[src/rtl/clock_time_ctrl_if.sv]
// rtl/clock_time_ctrl_if.sv - button, counter feedback and enable/status signals of clock_time_ctrl
// master: the control block; slave: the buttons and progcnt counters around it.
interface clock_time_ctrl_if;
    logic       btn_mode;
    logic       btn_inc;
    logic [5:0] sec_cnt;
    logic [5:0] min_cnt;
    logic [4:0] hr_cnt;
    logic       sec_en;
    logic       min_en;
    logic       hr_en;
    logic       sec_clr;
    logic [1:0] mode;
    logic       blink;

    modport master (
        input  btn_mode, btn_inc, sec_cnt, min_cnt, hr_cnt,
        output sec_en, min_en, hr_en, sec_clr, mode, blink
    );

    modport slave (
        output btn_mode, btn_inc, sec_cnt, min_cnt, hr_cnt,
        input  sec_en, min_en, hr_en, sec_clr, mode, blink
    );
endinterface

[src/rtl/clock_time_ctrl.sv]
// rtl/clock_time_ctrl.sv - timebase, button debounce and RUN/SET_HR/SET_MIN enable generation
// Optional inc auto-repeat in the SET states: CLOCK_CTRL_AUTOREPEAT_EN.
module clock_time_ctrl #(
    parameter int unsigned CLK_HZ     = 100000000,
    parameter int unsigned TICK_HZ    = 1,
    parameter int unsigned DEB_CYCLES = 1000000,
    parameter int unsigned SEC_MAX    = 59,
    parameter int unsigned MIN_MAX    = 59,
    parameter int unsigned HR_MAX     = 23
) (
    input  logic                clk,
    input  logic                rst,
    clock_time_ctrl_if.master   bus
);
    localparam int unsigned PRE_TC = CLK_HZ / TICK_HZ - 1;
    localparam int unsigned PRE_W  = (PRE_TC > 0) ? $clog2(PRE_TC + 1) : 1;
    localparam int unsigned DEB_W  = (DEB_CYCLES > 1) ? $clog2(DEB_CYCLES) : 1;
    localparam logic [PRE_W-1:0] PRE_TC_V = PRE_W'(PRE_TC);
    localparam logic [DEB_W-1:0] DEB_TC_V = DEB_W'(DEB_CYCLES - 1);
    localparam logic [5:0]       SEC_TC   = 6'(SEC_MAX);
    localparam logic [5:0]       MIN_TC   = 6'(MIN_MAX);
    localparam logic [4:0]       HR_TC    = 5'(HR_MAX);

    typedef enum logic [1:0] {
        RUN     = 2'd0,
        SET_HR  = 2'd1,
        SET_MIN = 2'd2
    } state_t;

    state_t             state_q, state_d;
    logic [PRE_W-1:0]   pre_q, pre_d;
    logic               tick_q, tick_d;
    logic               sec_en_q, sec_en_d;
    logic               min_en_q, min_en_d;
    logic               hr_en_q, hr_en_d;
    logic               sec_clr_q, sec_clr_d;
    logic               blink_q, blink_d;

    // Bit 0 = mode button, bit 1 = inc button.
    logic [1:0]         sync1_q, sync2_q, lvl_q, press_q;
    logic [DEB_W-1:0]   deb_q [2];

    logic               mode_press, inc_press, inc_lvl, rep_fire;
    logic               sec_hit, min_hit;

    assign mode_press = press_q[0];
    assign inc_press  = press_q[1];
    assign inc_lvl    = lvl_q[1];
    assign sec_hit    = (bus.sec_cnt == SEC_TC);
    assign min_hit    = (bus.min_cnt == MIN_TC);

    always_ff @(posedge clk or posedge rst) begin
        if (rst) begin
            sync1_q <= '0;
            sync2_q <= '0;
            lvl_q   <= '0;
            press_q <= '0;
            for (int b = 0; b < 2; b++) deb_q[b] <= '0;
        end else begin
            sync1_q <= {bus.btn_inc, bus.btn_mode};
            sync2_q <= sync1_q;
            for (int b = 0; b < 2; b++) begin
                press_q[b] <= 1'b0;
                if (sync2_q[b] == lvl_q[b]) begin
                    deb_q[b] <= '0;
                end else if (deb_q[b] == DEB_TC_V) begin
                    deb_q[b]   <= '0;
                    lvl_q[b]   <= sync2_q[b];
                    press_q[b] <= sync2_q[b];
                end else begin
                    deb_q[b] <= deb_q[b] + DEB_W'(1);
                end
            end
        end
    end

`ifdef CLOCK_CTRL_AUTOREPEAT_EN
    // Counts ticks of continuous hold since the press; from the third tick on each tick repeats.
    logic [1:0] rep_q, rep_d;

    always_comb begin
        rep_d    = rep_q;
        rep_fire = 1'b0;
        if (state_q == RUN || mode_press || !inc_lvl || inc_press) begin
            rep_d = '0;
        end else if (tick_q) begin
            if (rep_q == 2'd2) rep_fire = 1'b1;
            else               rep_d    = rep_q + 2'd1;
        end
    end

    always_ff @(posedge clk or posedge rst) begin
        if (rst) rep_q <= '0;
        else     rep_q <= rep_d;
    end
`else
    assign rep_fire = 1'b0;
`endif

    always_comb begin
        state_d   = state_q;
        sec_en_d  = 1'b0;
        min_en_d  = 1'b0;
        hr_en_d   = 1'b0;
        sec_clr_d = 1'b0;
        blink_d   = blink_q;
        case (state_q)
            RUN: begin
                sec_en_d = tick_q;
                min_en_d = tick_q && sec_hit;
                hr_en_d  = tick_q && sec_hit && min_hit;
                blink_d  = 1'b1;
                if (mode_press) state_d = SET_HR;
            end
            SET_HR: begin
                if (tick_q) blink_d = ~blink_q;
                if (mode_press) begin
                    state_d = SET_MIN;
                    blink_d = 1'b1;
                end else if (inc_press || rep_fire) begin
                    hr_en_d = 1'b1;
                end
            end
            SET_MIN: begin
                if (tick_q) blink_d = ~blink_q;
                if (mode_press) begin
                    state_d   = RUN;
                    blink_d   = 1'b1;
                    sec_clr_d = 1'b1;
                end else if (inc_press || rep_fire) begin
                    min_en_d = 1'b1;
                end
            end
            default: begin
                state_d = RUN;
                blink_d = 1'b1;
            end
        endcase

        // Restarting the prescaler with sec_clr gives a full period before the first RUN tick.
        if (sec_clr_d)              pre_d = '0;
        else if (pre_q == PRE_TC_V) pre_d = '0;
        else                        pre_d = pre_q + PRE_W'(1);
        tick_d = (pre_q == PRE_TC_V) && !sec_clr_d;
    end

    always_ff @(posedge clk or posedge rst) begin
        if (rst) begin
            state_q   <= RUN;
            pre_q     <= '0;
            tick_q    <= 1'b0;
            sec_en_q  <= 1'b0;
            min_en_q  <= 1'b0;
            hr_en_q   <= 1'b0;
            sec_clr_q <= 1'b0;
            blink_q   <= 1'b1;
        end else begin
            state_q   <= state_d;
            pre_q     <= pre_d;
            tick_q    <= tick_d;
            sec_en_q  <= sec_en_d;
            min_en_q  <= min_en_d;
            hr_en_q   <= hr_en_d;
            sec_clr_q <= sec_clr_d;
            blink_q   <= blink_d;
        end
    end

    assign bus.sec_en  = sec_en_q;
    assign bus.min_en  = min_en_q;
    assign bus.hr_en   = hr_en_q;
    assign bus.sec_clr = sec_clr_q;
    assign bus.mode    = state_q;
    assign bus.blink   = blink_q;

    hr_in_range: assert property (@(posedge clk) disable iff (rst) bus.hr_cnt <= HR_TC);

endmodule

[src/flat_wrapper.sv]
// flat-port wrapper written by rule: the top's interface ports become plain ports
module clock_time_ctrl_flat 
#(
    parameter int unsigned CLK_HZ     = 100000000,
    parameter int unsigned TICK_HZ    = 1,
    parameter int unsigned DEB_CYCLES = 1000000,
    parameter int unsigned SEC_MAX    = 59,
    parameter int unsigned MIN_MAX    = 59,
    parameter int unsigned HR_MAX     = 23
)
  (clk, rst, bus_btn_mode, bus_btn_inc, bus_sec_cnt, bus_min_cnt, bus_hr_cnt, bus_sec_en, bus_min_en, bus_hr_en, bus_sec_clr, bus_mode, bus_blink);
  clock_time_ctrl_if bus_i ();
  input  logic clk;
  input  logic rst;
  input wire logic [$bits(bus_i.btn_mode)-1:0] bus_btn_mode;
  input wire logic [$bits(bus_i.btn_inc)-1:0] bus_btn_inc;
  input wire logic [$bits(bus_i.sec_cnt)-1:0] bus_sec_cnt;
  input wire logic [$bits(bus_i.min_cnt)-1:0] bus_min_cnt;
  input wire logic [$bits(bus_i.hr_cnt)-1:0] bus_hr_cnt;
  output wire logic [$bits(bus_i.sec_en)-1:0] bus_sec_en;
  output wire logic [$bits(bus_i.min_en)-1:0] bus_min_en;
  output wire logic [$bits(bus_i.hr_en)-1:0] bus_hr_en;
  output wire logic [$bits(bus_i.sec_clr)-1:0] bus_sec_clr;
  output wire logic [$bits(bus_i.mode)-1:0] bus_mode;
  output wire logic [$bits(bus_i.blink)-1:0] bus_blink;
  assign bus_i.btn_mode = bus_btn_mode;
  assign bus_i.btn_inc = bus_btn_inc;
  assign bus_i.sec_cnt = bus_sec_cnt;
  assign bus_i.min_cnt = bus_min_cnt;
  assign bus_i.hr_cnt = bus_hr_cnt;
  assign bus_sec_en = bus_i.sec_en;
  assign bus_min_en = bus_i.min_en;
  assign bus_hr_en = bus_i.hr_en;
  assign bus_sec_clr = bus_i.sec_clr;
  assign bus_mode = bus_i.mode;
  assign bus_blink = bus_i.blink;
  clock_time_ctrl #(.CLK_HZ(CLK_HZ), .TICK_HZ(TICK_HZ), .DEB_CYCLES(DEB_CYCLES), .SEC_MAX(SEC_MAX), .MIN_MAX(MIN_MAX), .HR_MAX(HR_MAX)) u_core (.clk(clk), .rst(rst), .bus(bus_i));
endmodule
[config.mk]
export PLATFORM = sky130hd
export DESIGN_NAME = clock_time_ctrl_flat
export DESIGN_NICKNAME = d
export VERILOG_FILES = /design/src/rtl/clock_time_ctrl_if.sv /design/src/rtl/clock_time_ctrl.sv /design/src/flat_wrapper.sv
export SDC_FILE = /design/constraint.sdc
export NUM_CORES = 1
export LEC_CHECK = 0
export ABC_AREA = 1
export ABC_CLOCK_PERIOD_IN_PS = 3650
export CAP_MARGIN = 10
export CORE_MARGIN = 1.5
export CORE_UTILIZATION = 60
export DETAILED_ROUTE_END_ITERATION = 12
export PLACE_DENSITY_LB_ADDON = 0.08
export SYNTH_ARGS = -nofsm -noshare
export SYNTH_HDL_FRONTEND = slang
export SYNTH_SLANG_ARGS = --single-unit
[constraint.sdc]
create_clock -name clk -period 3.65 [get_ports clk]
set_clock_uncertainty 0.15 [all_clocks]
set_input_delay 0.5475 -clock clk [delete_from_list [all_inputs] [get_ports clk]]
set_output_delay 0.5475 -clock clk [all_outputs]
set_load 0.05 [all_outputs]
Run 1, metal layers overlaid:
(4 px per µm)
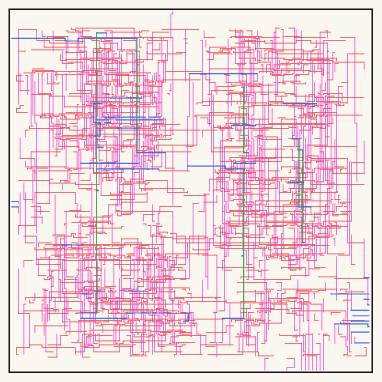
M3 -> blue  # wire length 291 µm
M2 -> magenta  # wire length 4700 µm
M1 -> red  # wire length 4200 µm
M4 -> green  # wire length 192 µm
GRT Overall Usage: 25.2%
Detailed Route WL: 9.39 mm
routed vias: 3835

Run 1, local utilization:
(4 px per µm) The die is cut into 9 by 9 equal tiles; white is low, dark blue is high, 0 to 100% covered.
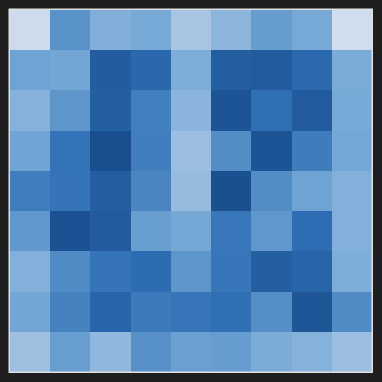
fullest tile = 88%
tiles over 75% full = 25%
densest ninth of the die = west
mean over tiles = 62%
core area: 7330 µm²
utilization after layout: 70.3%

==> GITHUB_STEP_SUMMARY, run 1 <==
### Metrics collected by this job

| Metric | Value |
|---|---|
| Tally of nets with antenna violations remaining after routing | `0` |
| Worst R2R Path Depth | `7` |
| Share of the synthesized area in the top cell type | `around 45%` |
| Reg-to-reg critical path endpoint | `u_core.pre_q[4]` |
| Inserted Diodes | `0` |
| Fraction of final layout cells sized beyond drive strength 1 | `a little over a tenth` |
| Wire length of the first global-routing pass | `roughly 17 mm` |
| Crit Path Class | `reg2out` |
| CP Data Required Time | `about 3 ns` |
| Number of failing hold endpoints at the final stage | `0` |
| Avg Cell Area, Syn | `7.74 µm²` |
| Clock slew at reported path FFs | `0.08 ns` |
| RePlAce Congestion | `0.954` |
| Registers, synthesis | `between 80 and 90` |
| Tool Warnings | `34` |
| CTS buffer count | `9` |
| TritonCTS clock tree | `built` |
| Largest net degree at the start of global routing | `between 50 and 60` |
| Max_slew headroom | `between 40% and 50%` |
| Floorplan-stage core utilization | `62.5%` |
| Number of global-route vias before repair | `approximately 3800` |
| Fin cells | `729` |
| Detailed-routing iteration count for the pre-antenna-repair pass | `5` |
| Flip-flops with a built-in enable | `0` |
| Post-synth design cell area | `approximately 4600 µm²` |
| Register-to-register path setup slack | `1.84 ns` |
| HPWL reported at the end of detailed placement | `6.97 mm` |
| Setup Viol. Count Final | `0` |
| Leading cell types in the layout, fill and taps excluded | `149 x sky130_fd_sc_hd__nor2_1, 117 x sky130_fd_sc_hd__nand2_1, 82 x sky130_fd_sc_hd__dfrtp_1, 51 x sky130_fd_sc_hd__nand3_1, 50 x sky130_fd_sc_hd__inv_1` |
| Number of gates resized after cts | `0` |
| NumNets Final | `653` |
| Ys flop type | `sky130_fd_sc_hd__dfrtp_1` |
| Hold EP | `u_core.sync2_q[1]` |
| Beginning of the worst register-to-register path | `u_core.bus.mode[0]` |
| Total number of yosys warnings | `0` |
| Total nets after synthesis | `roughly 620` |
| Post-synthesis chip area from yosys | `around 4600 µm²` |
| # H-tree levels | `3` |
| Capturing element type of the critical path | `output pin` |
| Synth async-reset ratio | `100%` |
| Met3 capacity usage during global routing | `under 10%` |
| Share of the yosys chip area belonging to registers | `45.4%` |
| GR Util met1 | `between 30% and 40%` |
| Data arrival time of the critical path | `between 1.5 and 2 ns` |
| Number of max-capacitance violations reported | `0` |
| Synth top cells by count | `149 x sky130_fd_sc_hd__nor2_1, 117 x sky130_fd_sc_hd__nand2_1, 82 x sky130_fd_sc_hd__dfrtp_1` |
| Unique masters post-synth | `34` |
| Post-layout period usage | `66.1%` |
| Chip area | `between 8000 and 9000 µm²` |
| Min-Delay Path Class | `reg2reg` |
| Synth area leaders | `sky130_fd_sc_hd__dfrtp_1 45%, sky130_fd_sc_hd__nor2_1 12%, sky130_fd_sc_hd__nand2_1 9.6%` |
| Outcome | `finished, final reports clean` |
| Number of antenna violations at the first check in global routing | `0` |
| Power per Cell Area | `between 300 and 400 nW/µm²` |
| Largest vdd supply drop | `roughly 0.00027 V` |
| Total number of clock tree sinks | `just over 80` |
| DRT iter0 DRCs | `between 150 and 200` |
| Post-CTS Repair Setup Buffers | `0` |
| Hold buffers post-CTS | `0` |
| Area growth from synthesis to final layout | `12.5%` |
| Library cell with the largest summed area after synthesis | `sky130_fd_sc_hd__dfrtp_1` |
| Count of placed standard cells including taps | `roughly 710` |
| Met2 track demand over resource in global routing | `43.7%` |
| Setup crit start kind | `register` |
| P_leak | `between 0.002 and 0.0025 µW` |
| Critical path's largest stage delay | `around 0.80 ns` |
| Total congestion overflow after global routing | `0` |
| # IOs | `28` |
| Total power | `about 1700 µW` |
| Unrepaired setup endpoints after global routing | `false` |
| Buf+Inv Stages, Crit Path | `1` |
| Site row count | `31` |
| Cell count of the worst hold path | `0` |
| Hold path startpoint | `u_core.sync1_q[1]` |
| Final routed DRC violation total | `0` |
| Maximum buffer depth of the clock tree | `2` |
| Slew at the pin closest to its max-slew limit | `0.855 ns` |
| Port bufs | `22` |
| Most common cell in the synthesized netlist | `sky130_fd_sc_hd__nor2_1` |
| Routed wirelength normalized by instance count | `12.9 µm` |
| Busiest layer in global routing | `met2` |
| Cells traversed along the worst timing path | `clkdlybuf4s50_1` |
| Chip Height | `approximately 90 µm` |
| Crit path max-delay family | `buffers and inverters` |
| Via/cell ratio | `~5.3` |
| Total negative setup slack | `0 ns` |
| Top logic cell by instance count in the layout | `sky130_fd_sc_hd__nor2_1` |
| Gate count of the mapped netlist | `592` |
| Clock tree root buffer cell | `sky130_fd_sc_hd__clkbuf_8` |
| Critical-path maximum fanout | `3` |
| Horizontal die size | `roughly 90 µm` |
| Cell total in the yosys stat output | `approximately 600` |
| Insertion delay to the later sink of the worst-skew pair | `roughly 0.37 ns` |
| Achievable frequency | `roughly 0.41 GHz` |
| Worst-path cell with the longest stage delay | `sky130_fd_sc_hd__clkdlybuf4s50_1` |
| Min Clock Period, post-route | `2.41 ns` |
| Final tally of max-slew violations | `0` |
Run 1, sequential cells grouped by signal name:
(4 px per µm) Other sequential cells in the stronger gray, the rest of the logic in the fainter gray.
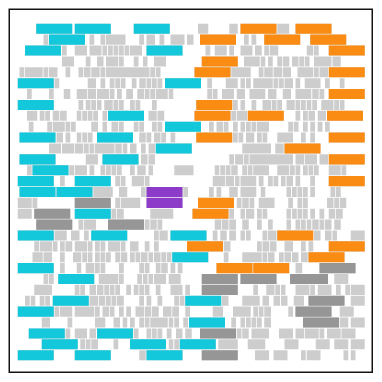
u_core.deb_q -> cyan  # sequential cells 40
u_core.pre_q -> orange  # sequential cells 27
u_core.lvl_q -> purple  # sequential cells 2
seq pwr: 931 µW
FF/Latch Area: 2080 µm²
register fraction of the total cell area: 40.3%

==> run 1: power by group <==
group / switching (µW) / leakage, µW / internal, µW
combinational: 34.6 / 0.000971 / 22.9
sequential: 5.14 / 0.00113 / 926
clock: 336 / 0.000117 / 423
total: 376 / 0.00222 / 1370
==> run 1: through the flow <==
stage          util [%]  setup slack, ns  instance area, µm²  hold slack (ns)
6_report           70.3             1.24                5150            0.208
5_1_grt            70.3             1.20                5150            0.222
4_1_cts            70.3             1.23                5150            0.208
3_5_place_dp       67.2             1.62                4920            0.190
3_3_place_gp       67.2             1.64                4920            0.187
2_1_floorplan         -            0.817                4580            0.181
==> run 1: cell families (layout without fill, tap and decap cells) <==
logic type / count (synthesis) / count (layout) / share of synthesized area (%)
XOR/XNOR: 34 / 34 / 6.67
AND/OR/NAND/NOR: 386 / 386 / 38.2
AND-OR/OR-AND: 25 / 25 / 2.98
flip-flops: 83 / 83 / 45.4
adder cells (fa/ha/maj): 7 / 7 / 1.91
buffers and inverters: 57 / 95 / 4.86
==> run 1: flip-flops by register name, indices dropped and copies added (netlist names), 2 cells and up <==
| signal | cells |
|---|---|
| u_core.pre_q | 27 |
| u_core.press_q | 2 |
| u_core.deb_q | 40 |
| u_core.lvl_q | 2 |
| u_core.bus.mode | 2 |
| u_core.sync2_q | 2 |
| u_core.sync1_q | 2 |
==> run 1: metal layers <==
| metal | share of wire [%] | vias up |
|---|---|---|
| met2 | 50 | 74 |
| met5 | 0 | - |
| met1 | 45 | 1824 |
| met3 | 3.1 | 16 |
| li1 | - | 1921 |
| met4 | 2.0 | 0 |
==> run 1: final cells by class <==
cell class / count / area, µm²
multi-input cells: 452 / 2280
fillers: 590 / 2180
flip-flops and latches: 83 / 2080
inverters: 55 / 208
clock buffers: 12 / 155
repair buffers: 24 / 235
well taps: 99 / 124
clock inverters: 4 / 73.8
==> run 1: worst max path at each step <==
stage,startpoint,endpoint,slack [ns],cells past startpoint
global placement,rst,u_core.bus.blink,1.64,3
detailed placement,rst,u_core.bus.blink,1.62,3
floorplan,rst,u_core.bus.hr_en,0.82,1
finish,u_core.bus.blink,bus_blink,1.24,1
CTS,u_core.bus.blink,bus_blink,1.23,1
global route,u_core.bus.blink,bus_blink,1.20,1
==> run 2, diff against run 1 <==
--- a/config.mk
+++ b/config.mk
@@ -6,7 +6,7 @@
 export NUM_CORES = 1
 export LEC_CHECK = 0
 export ABC_AREA = 1
-export ABC_CLOCK_PERIOD_IN_PS = 3650
+export ABC_CLOCK_PERIOD_IN_PS = 2400
 export CAP_MARGIN = 10
 export CORE_MARGIN = 1.5
 export CORE_UTILIZATION = 60
==> constraint.sdc (replaced) <==
create_clock -name clk -period 2.4 [get_ports clk]
set_clock_uncertainty 0.15 [all_clocks]
set_input_delay 0.36 -clock clk [delete_from_list [all_inputs] [get_ports clk]]
set_output_delay 0.36 -clock clk [all_outputs]
set_load 0.05 [all_outputs]
Run 2, metal layers overlaid:
(4 px per µm)
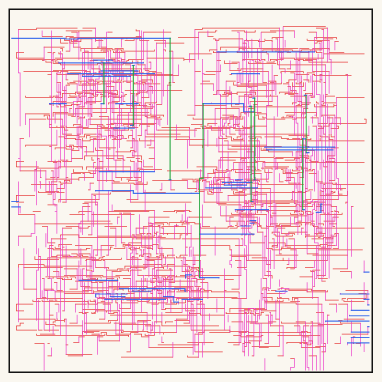
M3 -> blue  # wire length 432 µm
M1 -> red  # wire length 4230 µm
M2 -> magenta  # wire length 4150 µm
M4 -> green  # wire length 181 µm
routed wirelength normalized by instance count: 12.3 µm
routed vias: 3782
Detailed Route WL: 9.00 mm
GRT Overall Usage: 24.2%

==> run 2 against run 1 <==
- clock-buffer cell count decreased by 2
- power increased by 55%
- routed wire length decreased by 4.2%
- non-clock buffer count unchanged
- hold slack got worse by 0.0053 ns
- sequential power increased by 53%
- critical path depth unchanged
- design area increased by 0.51%
- setup slack got worse by 1.0 ns
- die area unchanged
- critical endpoint unchanged
- largest cell class unchanged
==> GITHUB_STEP_SUMMARY, run 2 <==
### Metrics collected by this job

| Metric | Value |
|---|---|
| Max reg flops | `40` |
| Psw | `about 570 µW` |
| Detailed-routing iteration count for the pre-antenna-repair pass | `5` |
| Wire length of the first global-routing pass | `16.2 mm` |
| Biggest registers after layout | `u_core.deb_q: 40 flops, u_core.pre_q: 27 flops` |
| Number of global-route vias before repair | `approximately 3700` |
| P_leak | `roughly 0.0022 µW` |
| Leading cell types in the layout, fill and taps excluded | `149 x sky130_fd_sc_hd__nor2_1, 117 x sky130_fd_sc_hd__nand2_1, 82 x sky130_fd_sc_hd__dfrtp_1, 51 x sky130_fd_sc_hd__nand3_1, 50 x sky130_fd_sc_hd__inv_1` |
| Share of the yosys chip area belonging to registers | `roughly 45%` |
| Ys flop type | `sky130_fd_sc_hd__dfrtp_1` |
| Flip-flops with a built-in enable | `0` |
| Critical-path maximum fanout | `3` |
| Share of power burned in registers | `between 50% and 60%` |
| Hold buffers post-CTS | `0` |
| # H-tree levels | `3` |
| Library cell with the largest summed area after synthesis | `sky130_fd_sc_hd__dfrtp_1` |
| Cell total in the yosys stat output | `~600` |
| Data arrival time of the critical path | `between 1.5 and 2 ns` |
| Max_slew headroom | `66.9%` |
| Unrepaired setup endpoints after global routing | `false` |
| # IOs | `28` |
| NumNets Final | `roughly 650` |
| Crit path max-delay family | `buffers and inverters` |
| Horizontal die size | `between 90 and 100 µm` |
| Largest vdd supply drop | `~0.00045 V` |
| Via/cell ratio | `~5.2` |
| Number of gates resized after cts | `0` |
| RePlAce Congestion | `about 0.94` |
| Buf+Inv Stages, Crit Path | `1` |
| Min Clock Period, post-route | `2.20 ns` |
| Final tally of max-slew violations | `0` |
| Top logic cell by instance count in the layout | `sky130_fd_sc_hd__nor2_1` |
| Setup crit start kind | `register` |
| CTS buffer count | `9` |
| Total negative setup slack | `0 ns` |
| Area growth from synthesis to final layout | `13.1%` |
| Tally of nets with antenna violations remaining after routing | `0` |
| Synth async-reset ratio | `100%` |
| Insertion delay to the later sink of the worst-skew pair | `about 0.34 ns` |
| Worst-path cell with the longest stage delay | `sky130_fd_sc_hd__clkdlybuf4s50_1` |
| Largest net degree at the start of global routing | `between 80 and 90` |
| Synth top cells by count | `149 x sky130_fd_sc_hd__nor2_1, 117 x sky130_fd_sc_hd__nand2_1, 82 x sky130_fd_sc_hd__dfrtp_1` |
| TritonCTS clock tree | `built` |
| Synth area leaders | `sky130_fd_sc_hd__dfrtp_1 45%, sky130_fd_sc_hd__nor2_1 12%, sky130_fd_sc_hd__nand2_1 9.6%` |
| Clock tree root buffer cell | `sky130_fd_sc_hd__clkbuf_8` |
| Chip Height | `90.4 µm` |
| Switching part of the total power | `20.9%` |
| Final routed DRC violation total | `0` |
| Final setup margin | `0.203 ns` |
| Register containing the most flip-flops in the final layout | `u_core.deb_q` |
| Unique masters post-synth | `34` |
| Avg Cell Area, Syn | `slightly below 8 µm²` |
| HPWL reported at the end of detailed placement | `between 6 and 7 mm` |
| Number of max-capacitance violations reported | `0` |
| Clock group share of total power | `44.4%` |
| Port bufs | `22` |
| Achievable frequency | `about 0.46 GHz` |
| Crit Path Class | `reg2out` |
| Core area | `approximately 7300 µm²` |
| Total number of yosys warnings | `0` |
| Clock slew at reported path FFs | `around 0.090 ns` |
| Tool Warnings | `34` |
| Number of antenna violations at the first check in global routing | `0` |
| Chip area | `about 8200 µm²` |
| Capturing element type of the critical path | `output pin` |
| Site row count | `31` |
| Setup Viol. Count Final | `0` |
| Critical path's largest stage delay | `~0.8 ns` |
| Relative contribution of combinational cells to total power | `3.3%` |
| Slew at the pin closest to its max-slew limit | `between 0.4 and 0.5 ns` |
| Number of failing hold endpoints at the final stage | `0` |
| Floorplan-stage core utilization | `a little over three fifths` |
| Post-synthesis chip area from yosys | `around 4600 µm²` |
| Int Pwr | `2140 µW` |
| Total number of clock tree sinks | `83` |
| Total of fill cells in the finished design | `about 570` |
| Power per Cell Area | `around 520 nW/µm²` |
| Post-synth design cell area | `around 4600 µm²` |
| Maximum buffer depth of the clock tree | `2` |
| Cells traversed along the worst timing path | `clkdlybuf4s50_1` |
| Inserted Diodes | `0` |
| Post-CTS Repair Setup Buffers | `0` |
| DRT iter0 DRCs | `around 230` |
| Post-layout period usage | `~92%` |
| Worst setup slack before clock tree synthesis | `~0.57 ns` |
| Fraction of final layout cells sized beyond drive strength 1 | `between 10% and 20%` |
| CP Data Required Time | `around 1.9 ns` |
| Total congestion overflow after global routing | `0` |
| Outcome | `finished, final reports clean` |
| Most common cell in the synthesized netlist | `sky130_fd_sc_hd__nor2_1` |
| Share of the synthesized area in the top cell type | `44.8%` |
| Gate count of the mapped netlist | `~590` |
| Registers, synthesis | `83` |
| Total nets after synthesis | `620` |
| Min-Delay Path Class | `reg2reg` |
## run 2: power by group through the flow
stage	combinational [µW]	sequential (µW)	clock (µW)
finish	90.4	1420	1200
detailed placement	93.3	1440	0
global route	105	1420	1280
floorplan	49.2	1440	0
CTS	93.5	1420	1220
global placement	91.5	1440	0
## run 2: path summary, 6_finish.rpt
| check | startpoint | endpoint | slack [ns] | cells after the start |
|---|---|---|---|---|
| worst max-delay path | u_core.bus.blink | bus_blink | 0.20 | 1 |
| worst min-delay path | u_core.sync1_q[1] | u_core.sync2_q[1] | 0.20 | 0 |
| worst max register to register | u_core.bus.mode[0] | u_core.tick_q | 0.58 | 5 |
| worst min register to register | u_core.sync1_q[1] | u_core.sync2_q[1] | 0.20 | 0 |
| max in group asynchronous | rst | u_core.bus.blink | 1.42 | 3 |
| min in group asynchronous | rst | u_core.deb_q[8] | 0.31 | 3 |
## run 2: cell families after synthesis
family | after synthesis | share of synthesized area [%]
flops | 83 | 45.4
buf+inv | 57 | 4.86
compound gates | 25 | 2.98
simple gates | 386 | 38.2
fa+ha+maj | 7 | 1.91
xor+xnor | 34 | 6.67
## run 2: stage by stage
step | cell area [µm²] | total power (µW) | util [%] | instances | hold WS [ns]
4_1_cts | 5180 | 2730 | 70.7 | 729 | 0.205
3_5_place_dp | 4940 | 1540 | 67.4 | 713 | 0.187
5_1_grt | 5180 | 2800 | 70.7 | 729 | 0.211
6_report | 5180 | 2710 | 70.7 | 729 | 0.202
2_1_floorplan | 4580 | 1490 | - | 592 | 0.181
3_3_place_gp | 4940 | 1530 | 67.4 | 713 | 0.187
## run 2: layout make-up
class	instances	area [µm²]	share of cell area (%)
Tap cell	99	124	2.39
Sequential cell	83	2080	40.1
Multi-Input combinational cell	452	2280	44.0
Timing Repair Buffer	24	248	4.78
Inverter	55	210	4.06
Clock buffer	10	128	2.46
Clock inverter	6	113	2.17
## run 2: per-layer routing
layer | vias to the layer above | share of wire [%] | GRT usage [%]
met1 | 1740 | 47 | 33.0
met4 | 0 | 2.0 | 9.52
met3 | 18 | 4.8 | 3.37
met2 | 101 | 46 | 39.3
met5 | - | 0 | 0
li1 | 1923 | - | -
No activity file was given, so power comes from the tool's default toggle rates.
